===== config.mk =====
export PLATFORM = sky130hd
export DESIGN_NAME = layer1_sequencer
export DESIGN_NICKNAME = d
export VERILOG_FILES = /design/src/rtl/layer1_pkg.sv /design/src/rtl/layer1_tap_counter.sv /design/src/rtl/layer1_sequencer.sv
export SDC_FILE = /design/constraint.sdc
export NUM_CORES = 1
export LEC_CHECK = 0
export ABC_CLOCK_PERIOD_IN_PS = 3900
export CORE_MARGIN = 2
export CORE_UTILIZATION = 40
export DETAILED_ROUTE_END_ITERATION = 16
export GPL_ROUTABILITY_DRIVEN = 0
export PLACE_DENSITY = 0.76
export SETUP_SLACK_MARGIN = 0.3
export SLEW_MARGIN = 10
export SYNTH_ARGS = -nofsm -noshare
export SYNTH_HDL_FRONTEND = slang
export SYNTH_SLANG_ARGS = --single-unit

===== constraint.sdc =====
create_clock -name clk -period 3.9 [get_ports clk]
set_input_delay 0.585 -clock clk [delete_from_list [all_inputs] [get_ports clk]]
set_output_delay 0.585 -clock clk [all_outputs]
set_load 0.03 [all_outputs]

===== src/rtl/layer1_pkg.sv =====
// Shared constants, FSM state type and lane helper for the layer-1 column sequencer.
package layer1_pkg;

  localparam int L1_LANES  = 10;
  localparam int L1_DATA_W = 16;

  typedef enum logic [1:0] {
    IDLE  = 2'd0,
    ISSUE = 2'd1,
    DRAIN = 2'd2,
    HOLD  = 2'd3
  } state_e;

  // Extract lane i from a packed column word.
  function automatic logic [L1_DATA_W-1:0] lane_of(
    input logic [L1_LANES*L1_DATA_W-1:0] v,
    input int unsigned                   i
  );
    return v[i*L1_DATA_W +: L1_DATA_W];
  endfunction

endpackage


===== src/rtl/layer1_tap_counter.sv =====
// Load/enable up-counter; tc flags that the count equals the supplied last value.
module layer1_tap_counter #(
  parameter int W = 8
) (
  input  logic         clk,
  input  logic         rst_n,
  input  logic         load,
  input  logic [W-1:0] load_val,
  input  logic         en,
  input  logic [W-1:0] last,
  output logic [W-1:0] count,
  output logic         tc
);

  logic [W-1:0] count_q, count_d;

  always_comb begin
    count_d = count_q;
    if (load) begin
      count_d = load_val;
    end else if (en) begin
      count_d = count_q + W'(1);
    end
  end

  always_ff @(posedge clk or negedge rst_n) begin
    if (!rst_n) begin
      count_q <= '0;
    end else begin
      count_q <= count_d;
    end
  end

  assign count = count_q;
  assign tc    = (count_q == last);

endmodule


===== src/rtl/layer1_sequencer.sv =====
// Streams TAPS weight/pixel addresses into the layer-1 MAC column array and captures the result.
// Optional build macro: LAYER1_SEQ_RELU_EN clamps negative lanes to zero at capture.
module layer1_sequencer
  import layer1_pkg::*;
#(
  parameter int TAPS    = 25,
  parameter int ADDR_W  = 10,
  parameter int LANES   = L1_LANES,
  parameter int DATA_W  = L1_DATA_W,
  parameter int SKEW    = 1,
  parameter int MAC_LAT = 1
) (
  input  logic                    clk,
  input  logic                    reset,
  input  logic                    start,
  output logic                    start_ready,
  input  logic [ADDR_W-1:0]       wt_base,
  input  logic [ADDR_W-1:0]       px_base,
  output logic                    wt_rd,
  output logic [ADDR_W-1:0]       wt_addr,
  output logic                    px_rd,
  output logic [ADDR_W-1:0]       px_addr,
  output logic                    acc_clr,
  input  logic [LANES*DATA_W-1:0] column,
  output logic [LANES*DATA_W-1:0] res_data,
  output logic                    res_valid,
  input  logic                    res_ready,
  output logic                    busy,
  output state_e                  dbg_state
);

  // Handshakes: a job transfers when start && start_ready, a result when res_valid && res_ready;
  // valid holds with stable data until it transfers, and ready never depends on valid.

  localparam int DRAIN_W = $clog2(SKEW + MAC_LAT + 1) + 1;
  localparam logic [ADDR_W-1:0]  TAP_LAST   = ADDR_W'(TAPS - 1);
  localparam logic [DRAIN_W-1:0] DRAIN_LAST = DRAIN_W'(SKEW + MAC_LAT);

  state_e                  state_q, state_d;
  logic [ADDR_W-1:0]       wt_base_q, wt_base_d;
  logic [ADDR_W-1:0]       px_base_q, px_base_d;
  logic [LANES*DATA_W-1:0] res_q, res_d;

  logic                    tap_load, tap_en, tap_tc;
  logic [ADDR_W-1:0]       tap_k;
  logic                    dr_load, dr_en, dr_tc;
  logic [DRAIN_W-1:0]      dr_cnt;
  logic                    capture;
  logic                    issue;

  // Stage SKEW-1 feeds the pixel memory; stage SKEW marks the tap sitting at the array inputs.
  logic [SKEW:0]           dl_rd_q, dl_rd_d;
  logic [SKEW:0]           dl_first_q, dl_first_d;
  logic [ADDR_W-1:0]       dl_k_q [SKEW];
  logic [ADDR_W-1:0]       dl_k_d [SKEW];

  layer1_tap_counter #(.W(ADDR_W)) u_tap_cnt (
    .clk      (clk),
    .rst_n    (reset),
    .load     (tap_load),
    .load_val ('0),
    .en       (tap_en),
    .last     (TAP_LAST),
    .count    (tap_k),
    .tc       (tap_tc)
  );

  layer1_tap_counter #(.W(DRAIN_W)) u_drain_cnt (
    .clk      (clk),
    .rst_n    (reset),
    .load     (dr_load),
    .load_val ('0),
    .en       (dr_en),
    .last     (DRAIN_LAST),
    .count    (dr_cnt),
    .tc       (dr_tc)
  );

  always_comb begin
    state_d     = state_q;
    wt_base_d   = wt_base_q;
    px_base_d   = px_base_q;
    tap_load    = 1'b0;
    tap_en      = 1'b0;
    dr_load     = 1'b0;
    dr_en       = 1'b0;
    capture     = 1'b0;
    start_ready = 1'b0;
    case (state_q)
      IDLE: begin
        start_ready = 1'b1;
        if (start) begin
          wt_base_d = wt_base;
          px_base_d = px_base;
          tap_load  = 1'b1;
          state_d   = ISSUE;
        end
      end
      ISSUE: begin
        tap_en = 1'b1;
        if (tap_tc) begin
          dr_load = 1'b1;
          state_d = DRAIN;
        end
      end
      DRAIN: begin
        dr_en = 1'b1;
        if (dr_tc) begin
          capture = 1'b1;
          state_d = HOLD;
        end
      end
      HOLD: begin
        if (res_ready) begin
          state_d = IDLE;
        end
      end
      default: state_d = IDLE;
    endcase
  end

  assign issue = (state_q == ISSUE);

  always_comb begin
    dl_rd_d       = dl_rd_q;
    dl_first_d    = dl_first_q;
    dl_k_d        = dl_k_q;
    dl_rd_d[0]    = issue;
    dl_first_d[0] = issue && (tap_k == '0);
    dl_k_d[0]     = issue ? tap_k : '0;
    for (int i = 1; i <= SKEW; i++) begin
      dl_rd_d[i]    = dl_rd_q[i-1];
      dl_first_d[i] = dl_first_q[i-1];
    end
    for (int i = 1; i < SKEW; i++) begin
      dl_k_d[i] = dl_k_q[i-1];
    end
  end

  always_comb begin
    res_d = res_q;
    if (capture) begin
      for (int i = 0; i < LANES; i++) begin
`ifdef LAYER1_SEQ_RELU_EN
        res_d[i*DATA_W +: DATA_W] = column[i*DATA_W + DATA_W - 1] ? '0 : column[i*DATA_W +: DATA_W];
`else
        res_d[i*DATA_W +: DATA_W] = column[i*DATA_W +: DATA_W];
`endif
      end
    end
  end

  always_ff @(posedge clk or negedge reset) begin
    if (!reset) begin
      state_q    <= IDLE;
      wt_base_q  <= '0;
      px_base_q  <= '0;
      res_q      <= '0;
      dl_rd_q    <= '0;
      dl_first_q <= '0;
      for (int i = 0; i < SKEW; i++) begin
        dl_k_q[i] <= '0;
      end
    end else begin
      state_q    <= state_d;
      wt_base_q  <= wt_base_d;
      px_base_q  <= px_base_d;
      res_q      <= res_d;
      dl_rd_q    <= dl_rd_d;
      dl_first_q <= dl_first_d;
      dl_k_q     <= dl_k_d;
    end
  end

  assign wt_rd     = issue;
  assign wt_addr   = issue ? (wt_base_q + tap_k) : '0;
  assign px_rd     = dl_rd_q[SKEW-1];
  assign px_addr   = px_rd ? (px_base_q + dl_k_q[SKEW-1]) : '0;
  // Clear stays high except while taps 1..TAPS-1 are at the array, so tap 0 overwrites stale sums.
  assign acc_clr   = !(dl_rd_q[SKEW] && !dl_first_q[SKEW]);
  assign res_data  = res_q;
  assign res_valid = (state_q == HOLD);
  assign busy      = (state_q != IDLE);
  assign dbg_state = state_q;

endmodule


Fig. 1: signal metal coverage by tile
(2 px per micron) 30 x 30 tiles, from white (low) to dark blue (high), scaled to the fullest tile. Values are wire area over tile area, all layers added.
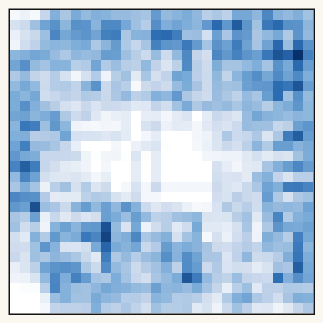
5.8% of the tiles are nearly empty. The emptiest ninth of the die: centre. The mean over all tiles is 0.17. The densest ninth of the die: upper right. The fullest tile reaches 0.50.

Fig. 2: selected gate families
(2 px per micron)
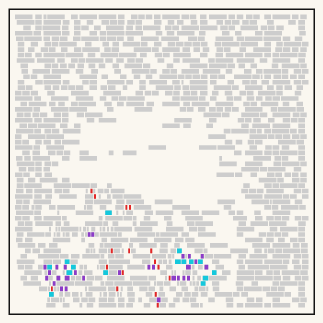
Key: inverting AOI/OAI gates = purple [cells 28, most used a21oi_1]; inverters = red [cells 16, most used inv_1, where bottom centre]; AND-OR and OR-AND gates = cyan [cells 15, most used o21a_1]

==> flow_metrics.env <==
# physical design summary
export IMPL_worstPathRequired_ps=3310
export IMPL_setup_tns_ps=0
export IMPL_dp_cells=1251
export IMPL_postCtsHoldBufs=0
export IMPL_power_leakage_nw=5.88
export IMPL_synth_top_area_share=0.599
export IMPL_common_cells="dfrtp_1, mux2_1, nor2_1, ha_1, nand2_1"
export IMPL_synth_logic_top_family="multiplexers"
export IMPL_holdCritPathClass="primary input to asynchronous set/reset pin"
export IMPL_post_drt_wl_per_cell_microns=18.5
export IMPL_outcome="finished clean"
export IMPL_slowest_delay_ps=710
export IMPL_synth_distinct_cells=40
export IMPL_cts_root_buffer="clkbuf_16"
export IMPL_endpoint="wt_addr[4]"
export IMPL_use_met1=0.240
export IMPL_seqPwrFrac=0.306
export IMPL_startpoint="u_tap_cnt.count[0]"
export IMPL_grt_max_degree=114
export IMPL_synth_seq_share=0.599
export IMPL_pg_clk_w=0.00231
export IMPL_worst_slack_ps=489
export IMPL_first_global_vias=6292
export IMPL_pwr_share_clk=0.187
export IMPL_cts_max_path_buffers=3
export IMPL_wl_met3_mm=2.16
export IMPL_adder_share=0.0419
export IMPL_portBuffers=371
export IMPL_rows=54
export IMPL_flops=209
export IMPL_finalWirelength_mm=23.9
export IMPL_mostFrequentLayoutCell="clkdlybuf4s50_1"
export IMPL_worst_pin_slew_ps=1150
export IMPL_ys_sh_simple=0.0556
export IMPL_drt_iter0_markers=221
export IMPL_warning_count=35
export IMPL_ys_area_sq_um=8730
export IMPL_fp_dieH_microns=152
export IMPL_tritoncts="built"
export IMPL_antenna_found_initial=0
export IMPL_crit_slowest_cell="clkdlybuf4s50_1"
export IMPL_ys_cells=616
export IMPL_fin_cells=1292
export IMPL_async_reset_ff_frac=1.00
export IMPL_rr_worst_depth=7
export IMPL_grt_setup_unrepaired="true"
export IMPL_pwr_density_cell_nw_per_um2=909
export IMPL_dieWidth_microns=152
export IMPL_initial_core_util=0.404
export IMPL_vias_per_cell=4.85
export IMPL_wirelength_met1_mm=9.23
export IMPL_yosys_area_share_aoi=0.0310
export IMPL_clk_pin_slew_worst_paths_ps=60
export IMPL_vias=6270
export IMPL_yosys_most_used_dff="dfrtp_1"
export IMPL_synth_cells=616
export IMPL_comb_share=0.246
export IMPL_syn_num_nets=828
export IMPL_clkLatencyLatePin_ps=500
export IMPL_dr_wl_met2_mm=12.1
export IMPL_critPathMaxFanout=5
export IMPL_combPwrFrac=0.507
export IMPL_synthesis_area_sq_um=8730
export IMPL_fmax_ghz=0.293
export IMPL_maxCapViolCount=0
export IMPL_crit_path_cell_trace="ha_1 -> inv_1 -> fa_1 -> nor2b_1 -> o21ai_0 -> a211oi_1 -> clkdlybuf4s50_1"
export IMPL_drt_pass1_iter_count=4
export IMPL_nWellTaps=280
export IMPL_buf_share=0.280
export IMPL_rrSetupSlack_ps=1520
export IMPL_setup_viol=0
export IMPL_cp_depth=7
export IMPL_top_cells_by_area="dfrtp_1, mux2_1, ha_1, nor2_1, xor2_1"
export IMPL_dr_max_layer_used="met4"
export IMPL_p_seq_w=0.00378
export IMPL_numClockSinks=209
export IMPL_largest_reg_flops=160
export IMPL_top_cell="dfrtp_1"
export IMPL_cts_buffers=23
export IMPL_critical_path_class="register to primary output"
export IMPL_path_buffers=2
export IMPL_finalHoldViolations=0
export IMPL_fillers=1684
export IMPL_clk_share=0.0596
export IMPL_relSlewSlack=0.237
export IMPL_crit_family="buffers and inverters"
export IMPL_logic_gate_count=367
export IMPL_grt_usage=0.196
export IMPL_grt_ovfl_total=0
export IMPL_ant_nets=0
export IMPL_grt_pass1_wl_mm=34.9
export IMPL_fin_total_pwr_w=0.0124
export IMPL_slew_viol_final=0
export IMPL_r2r_end="dbg_state[1]"
export IMPL_buffers=379
export IMPL_grt_use_met3=0.0584
export IMPL_fin_crit_ps=3410
Fig. 3: routed clock nets over the placement
(3 px per micron)
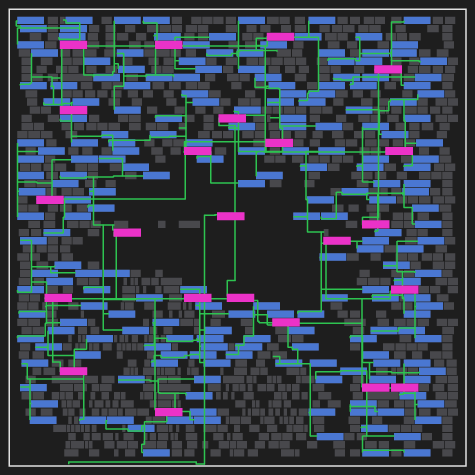
Key: flip-flops = blue [count 209]; clock drivers = magenta [count 23]; clock wires = green [length 2750 microns]
Position of the flops: spread over the die.

Fig. 4: routing congestion map
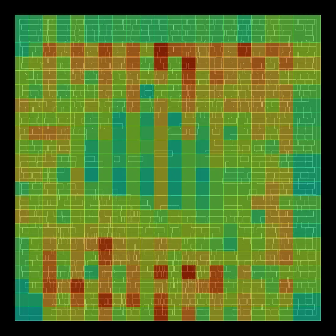
GRT met2 Usage: 0.339
Layout Utilization: 0.629
gr busiest metal: met2

